==> src/rtl/alu_seq_pkg.sv <==
// ============================================================================
// Module : alu_seq_pkg
// Brief  : Shared types and constants for the ALU execute sequencer.
// Rev    : 1.0  initial release
// ============================================================================
`default_nettype none

package alu_seq_pkg;

    localparam int DATA_W = 16;
    localparam int REG_W  = 3;

    typedef enum logic [2:0] {
        ST_IDLE   = 3'd0,
        ST_READ_A = 3'd1,
        ST_READ_B = 3'd2,
        ST_EXEC   = 3'd3,
        ST_WRITE  = 3'd4
    } state_t;

    typedef enum logic [1:0] {
        OP_ADD = 2'b00,
        OP_CMP = 2'b01,
        OP_AND = 2'b10,
        OP_MVN = 2'b11
    } opcode_t;

    localparam logic [1:0] SH_NONE = 2'b00;
    localparam logic [1:0] SH_LSL1 = 2'b01;
    localparam logic [1:0] SH_LSR1 = 2'b10;
    localparam logic [1:0] SH_ASR1 = 2'b11;

    localparam int STAT_Z = 0;
    localparam int STAT_N = 1;
    localparam int STAT_V = 2;

    function automatic logic [DATA_W-1:0] shift_operand(
        input logic [DATA_W-1:0] value,
        input logic [1:0]        code
    );
        logic [DATA_W-1:0] res;
        case (code)
            SH_LSL1: res = {value[DATA_W-2:0], 1'b0};
            SH_LSR1: res = {1'b0, value[DATA_W-1:1]};
            SH_ASR1: res = {value[DATA_W-1], value[DATA_W-1:1]};
            default: res = value;
        endcase
        return res;
    endfunction

endpackage

`default_nettype wire

==> src/rtl/shift_alu.sv <==
// ============================================================================
// Module : shift_alu
// Brief  : Combinational operand shifter, 16-bit ALU and {V,N,Z} flag logic.
// Rev    : 1.0  initial release
// ============================================================================
`default_nettype none

module shift_alu
    import alu_seq_pkg::*;
(
    input  logic [DATA_W-1:0] rf_data_out,
    input  logic [1:0]        shift,
    input  logic [DATA_W-1:0] a,
    input  logic [DATA_W-1:0] b,
    input  opcode_t           opcode,
    output logic [DATA_W-1:0] b_shifted,
    output logic [DATA_W-1:0] result,
    output logic [2:0]        flags
);

    logic [DATA_W-1:0] w_sum;
    logic [DATA_W-1:0] w_diff;
    logic              w_ovf;

    assign w_sum     = a + b;
    assign w_diff    = a - b;
    assign b_shifted = shift_operand(rf_data_out, shift);

    always_comb begin
        result = '0;
        w_ovf  = 1'b0;
        case (opcode)
            OP_ADD: begin
                result = w_sum;
                w_ovf  = (a[DATA_W-1] == b[DATA_W-1]) && (w_sum[DATA_W-1] != a[DATA_W-1]);
            end
            OP_CMP: begin
                result = w_diff;
                w_ovf  = (a[DATA_W-1] != b[DATA_W-1]) && (w_diff[DATA_W-1] != a[DATA_W-1]);
            end
            OP_AND:  result = a & b;
            default: result = ~b;
        endcase
    end

    always_comb begin
        flags         = '0;
        flags[STAT_Z] = (result == '0);
        flags[STAT_N] = result[DATA_W-1];
        flags[STAT_V] = w_ovf;
    end

endmodule

`default_nettype wire

==> src/rtl/alu_sequencer.sv <==
// ============================================================================
// Module : alu_sequencer
// Brief  : Four-cycle read/read/execute/write sequencer around an 8x16 regfile.
// Rev    : 1.0  initial release
// ============================================================================
`default_nettype none

module alu_sequencer
    import alu_seq_pkg::*;
(
    input  logic              clk,
    input  logic              reset_n,
    input  logic              start,
    input  logic [1:0]        opcode,
    input  logic [1:0]        shift,
    input  logic [REG_W-1:0]  rn,
    input  logic [REG_W-1:0]  rm,
    input  logic [REG_W-1:0]  rd,
    input  logic [DATA_W-1:0] rf_data_out,
    output logic [REG_W-1:0]  readnum,
    output logic [REG_W-1:0]  writenum,
    output logic              write,
    output logic [DATA_W-1:0] data_in,
    output logic              busy,
    output logic              done,
    output logic [2:0]        status
);

    state_t            r_state;
    state_t            w_next_state;
    opcode_t           r_op;
    logic [1:0]        r_shift;
    logic [REG_W-1:0]  r_rn;
    logic [REG_W-1:0]  r_rm;
    logic [REG_W-1:0]  r_rd;
    logic [DATA_W-1:0] r_a;
    logic [DATA_W-1:0] r_b;
    logic [DATA_W-1:0] r_c;
    logic [2:0]        r_status;

    logic [DATA_W-1:0] w_b_shifted;
    logic [DATA_W-1:0] w_result;
    logic [2:0]        w_flags;

    shift_alu u_shift_alu (
        .rf_data_out (rf_data_out),
        .shift       (r_shift),
        .a           (r_a),
        .b           (r_b),
        .opcode      (r_op),
        .b_shifted   (w_b_shifted),
        .result      (w_result),
        .flags       (w_flags)
    );

    always_ff @(posedge clk or negedge reset_n) begin
        if (!reset_n) begin
            r_state <= ST_IDLE;
        end else begin
            r_state <= w_next_state;
        end
    end

    always_comb begin
        w_next_state = r_state;
        case (r_state)
            ST_IDLE:   if (start) w_next_state = ST_READ_A;
            ST_READ_A: w_next_state = ST_READ_B;
            ST_READ_B: w_next_state = ST_EXEC;
            ST_EXEC:   w_next_state = ST_WRITE;
            default:   w_next_state = ST_IDLE;
        endcase
    end

    // Command fields are latched only on accept, so later input changes are inert.
    always_ff @(posedge clk or negedge reset_n) begin
        if (!reset_n) begin
            r_op     <= OP_ADD;
            r_shift  <= SH_NONE;
            r_rn     <= '0;
            r_rm     <= '0;
            r_rd     <= '0;
            r_a      <= '0;
            r_b      <= '0;
            r_c      <= '0;
            r_status <= '0;
        end else begin
            case (r_state)
                ST_IDLE: begin
                    if (start) begin
                        r_op    <= opcode_t'(opcode);
                        r_shift <= shift;
                        r_rn    <= rn;
                        r_rm    <= rm;
                        r_rd    <= rd;
                    end
                end
                ST_READ_A: r_a <= rf_data_out;
                ST_READ_B: r_b <= w_b_shifted;
                ST_EXEC: begin
                    r_c      <= w_result;
                    r_status <= w_flags;
                end
                default: ;
            endcase
        end
    end

    always_comb begin
        readnum  = '0;
        writenum = '0;
        write    = 1'b0;
        data_in  = '0;
        done     = 1'b0;
        busy     = (r_state != ST_IDLE);
        status   = r_status;
        case (r_state)
            ST_READ_A: readnum = r_rn;
            ST_READ_B: readnum = r_rm;
            ST_WRITE: begin
                writenum = r_rd;
                data_in  = r_c;
                done     = 1'b1;
                write    = (r_op != OP_CMP);
            end
            default: ;
        endcase
    end

endmodule

`default_nettype wire
==> config.mk <==
export PLATFORM = sky130hd
export DESIGN_NAME = alu_sequencer
export DESIGN_NICKNAME = d
export VERILOG_FILES = /design/src/rtl/alu_seq_pkg.sv /design/src/rtl/shift_alu.sv /design/src/rtl/alu_sequencer.sv
export SDC_FILE = /design/constraint.sdc
export NUM_CORES = 1
export LEC_CHECK = 0
export CORE_UTILIZATION = 52
export DETAILED_ROUTE_END_ITERATION = 10
export PLACE_DENSITY = 0.82
export SYNTH_ARGS = -nofsm -noshare
export SYNTH_HDL_FRONTEND = slang
export SYNTH_HIERARCHICAL = 1
export SYNTH_SLANG_ARGS = --single-unit
==> constraint.sdc <==
create_clock -name clk -period 2.9 [get_ports clk]
set_clock_uncertainty 0.1 [all_clocks]
set_input_delay 0.58 -clock clk [delete_from_list [all_inputs] [get_ports clk]]
set_output_delay 0.58 -clock clk [all_outputs]
set_load 0.03 [all_outputs]
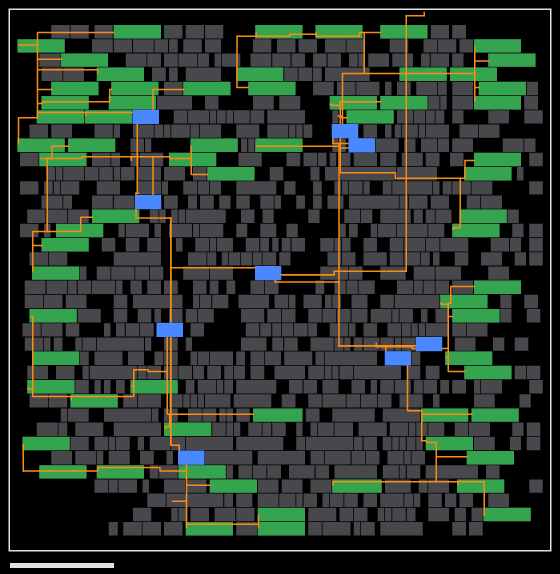
*Clock wires, drivers and flops*
The bar under the picture is 20 um long.
[clock wires] orange | length: 943 um
[flip-flops] green | count: 67
[clock-net drivers] blue | count: 9
flops lie	all over the die
clock latency reported for the late side of the worst-skew pair: 0.35 ns

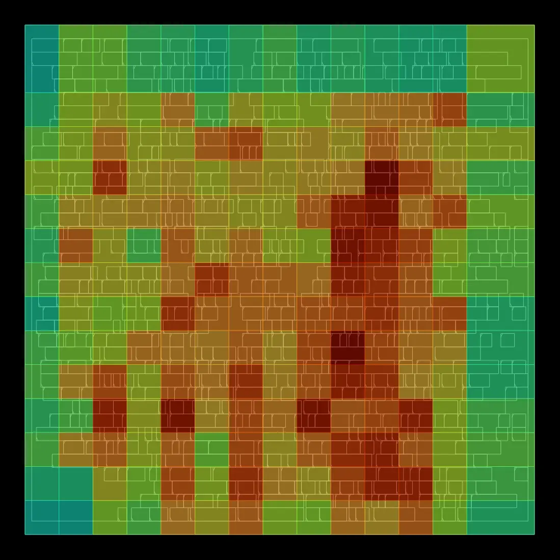
*Congestion heat map*
met2 layer usage reported by global route: 46.1%
Overall Global Routing Usage: 29.3%
met1 global-route usage: 40.9%
average routed wire per standard cell: 18.0 um
most crowded layer after global routing: met2

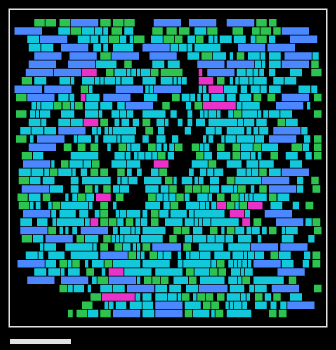
*Cells coloured by class*
The bar under the picture is 20 um long.
class	colour	cells	share of their area
remaining buffers and delay cells	green	173	20%
clock drivers and dummy loads	magenta	16	3.0%
remaining logic cells	cyan	454	54%
registers	blue	67	23%
row cnt: 36
Seq/total area: 22.9%
Post-Layout Inst Area: 7330 um^2

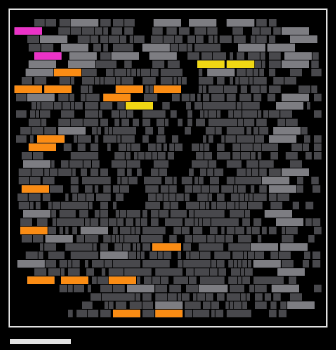
*Where the registers sit*
The bar under the picture is 20 um long. Other sequential cells in the stronger grey, the rest of the logic in the fainter grey.
signal	colour	flops
`r_b`	orange	16
`r_state`	yellow	3
`r_shift`	magenta	2

==> run_results.csv <==
group,metric,value,unit
routing,drt-pass1-iter-count,6,
critical_path,timing.critical_path.from,"r_b[2]",
synthesis,synthTopCellsByCount,"sky130_fd_sc_hd__dfrtp_1 (67), sky130_fd_sc_hd__mux2_2 (64), sky130_fd_sc_hd__nand2_1 (40), sky130_fd_sc_hd__o21ai_0 (35), sky130_fd_sc_hd__ha_1 (32)",
synthesis,yosys_register_bits,67,
critical_path,capturing_point_of_the_worst_reg2reg_path,"status[0]",
critical_path,timing.critical_path.slowest_cell_delay,0.51,ns
critical_path,worstSetupEndpoint,"status[0]",
placement,place.detailed.hpwl,11100,um
clocking,cts_tree,"yes",
synthesis,enable_flop_cells,0,
timing,rsz0062_at_grt,"yes",
routing,drtIter0Drc,346,
routing,drcViolationCount,0,
finish,flow.area_growth_from_synthesis,37.0,%
placement,post-place-ws,-0.308,ns
synthesis,yosysCellCount,559,
timing,final.period_utilization,109,%
synthesis,adder_share,8.23,%
synthesis,yosysTopAreaCellShare,31.3,%
finish,final-comb-area,3740,um^2
critical_path,timing.critical_path.required,3.10,ns
synthesis,yosys.stat.chipArea,5350,um^2
critical_path,rrSetupSlack,-0.27,ns
timing,setup_ws,-0.267,ns
status,failed_checks,"setup timing",
timing,fin_setup_tns,-0.393,ns
synthesis,synth_cells,559,
clocking,clock_tree.htree_level_count,3,
synthesis,netlist_area,5350,um^2
clocking,cts_repair_resize_count,27,
floorplan,floorplan.core_area,9860,um^2
placement,placement.io_buffers,59,
synthesis,synth_dominant_cell_count,"sky130_fd_sc_hd__dfrtp_1",
timing,setup_viol,4,
clocking,clock_tree.buffer_depth,2,
synthesis,post-synth-top-area-cell,"sky130_fd_sc_hd__dfrtp_1",
critical_path,cp_slowest_cell,"sky130_fd_sc_hd__or4b_4",
run,log.warning_count,45,
timing,finalWorstPathRequiredPeriod,3.17,ns
critical_path,cell_chain_critical_path,"inv_1 -> ha_4 -> buf_4 -> a221o_1 -> buf_4 -> a21oi_1 -> o21ai_1 -> a211oi_2 -> o31ai_1 -> or4b_4 -> nor4b_4 -> mux2_4",
finish,post_layout_nonfiller_instances,843,
synthesis,synth_cell_types,77,
synthesis,synth.net_count,625,
critical_path,critical_path.endpoint_type,"flip-flop",
synthesis,yosysSeqAreaShare,31.3,%
clocking,post_cts.repair.setup_buffers,9,
clocking,cts.hold.buffers_added,0,
finish,lay_top_count,"sky130_fd_sc_hd__buf_4",
global_routing,wire_length_of_the_first_global_routing_pass,23700,um
finish,final_net_count,771,
synthesis,ys_sh_xor,1.31,%
finish,layout.filler_cells,694,
floorplan,initCoreUtil,54.2,%
finish,register_area,1680,um^2
global_routing,gr_util_met3,3.63,%
global_routing,grt_max_degree,33,
routing,vias,4967,
critical_path,path_delay_family,"AND-OR/OR-AND gates",
floorplan,die_y,103,um
timing,hold_ws,0.121,ns
critical_path,crit_path_max_fanout,6,
status,run_status,"complete, but fails checks",
routing,antenna_violating_nets_post_route,0,
clocking,numCtsBuffers,9,
synthesis,top_cells_by_area,"sky130_fd_sc_hd__dfrtp_1 (31%), sky130_fd_sc_hd__mux2_2 (13%), sky130_fd_sc_hd__ha_1 (7.5%), sky130_fd_sc_hd__mux2i_1 (3.7%), sky130_fd_sc_hd__o21ai_0 (3.3%)",
global_routing,grt_overflow_total,0,
run,timing.max_cap.violations,0,
critical_path,reg2reg_from,"r_b[2]",
floorplan,floorplan.die.width,103,um
routing,routed_wirelength,15200,um
==> state kept, by name (all words and copies together) (netlist names) <==
| register | count |
|---|---|
| r_c | 16 |
| r_rn | 3 |
| r_a | 16 |
| r_b | 16 |
| status | 3 |
| r_op | 2 |
| r_rd | 3 |
| r_state | 3 |
| r_rm | 3 |
| r_shift | 2 |
==> layout make-up <==
cell class | instances | share of cell area (%)
multi-input combinational | 420 | 51.0
sequential | 67 | 22.9
timing repair buffer | 173 | 19.1
tap | 133 | 2.27
inverter | 34 | 1.76
clock buffer | 10 | 1.74
clock inverter | 6 | 1.21
==> routing by layer <==
metal / vias to the layer above / part of all wire, %
li1: 2312 / -
met1: 2410 / 45
met2: 213 / 47
met3: 32 / 5.5
met4: 0 / 1.9
met5: - / 0
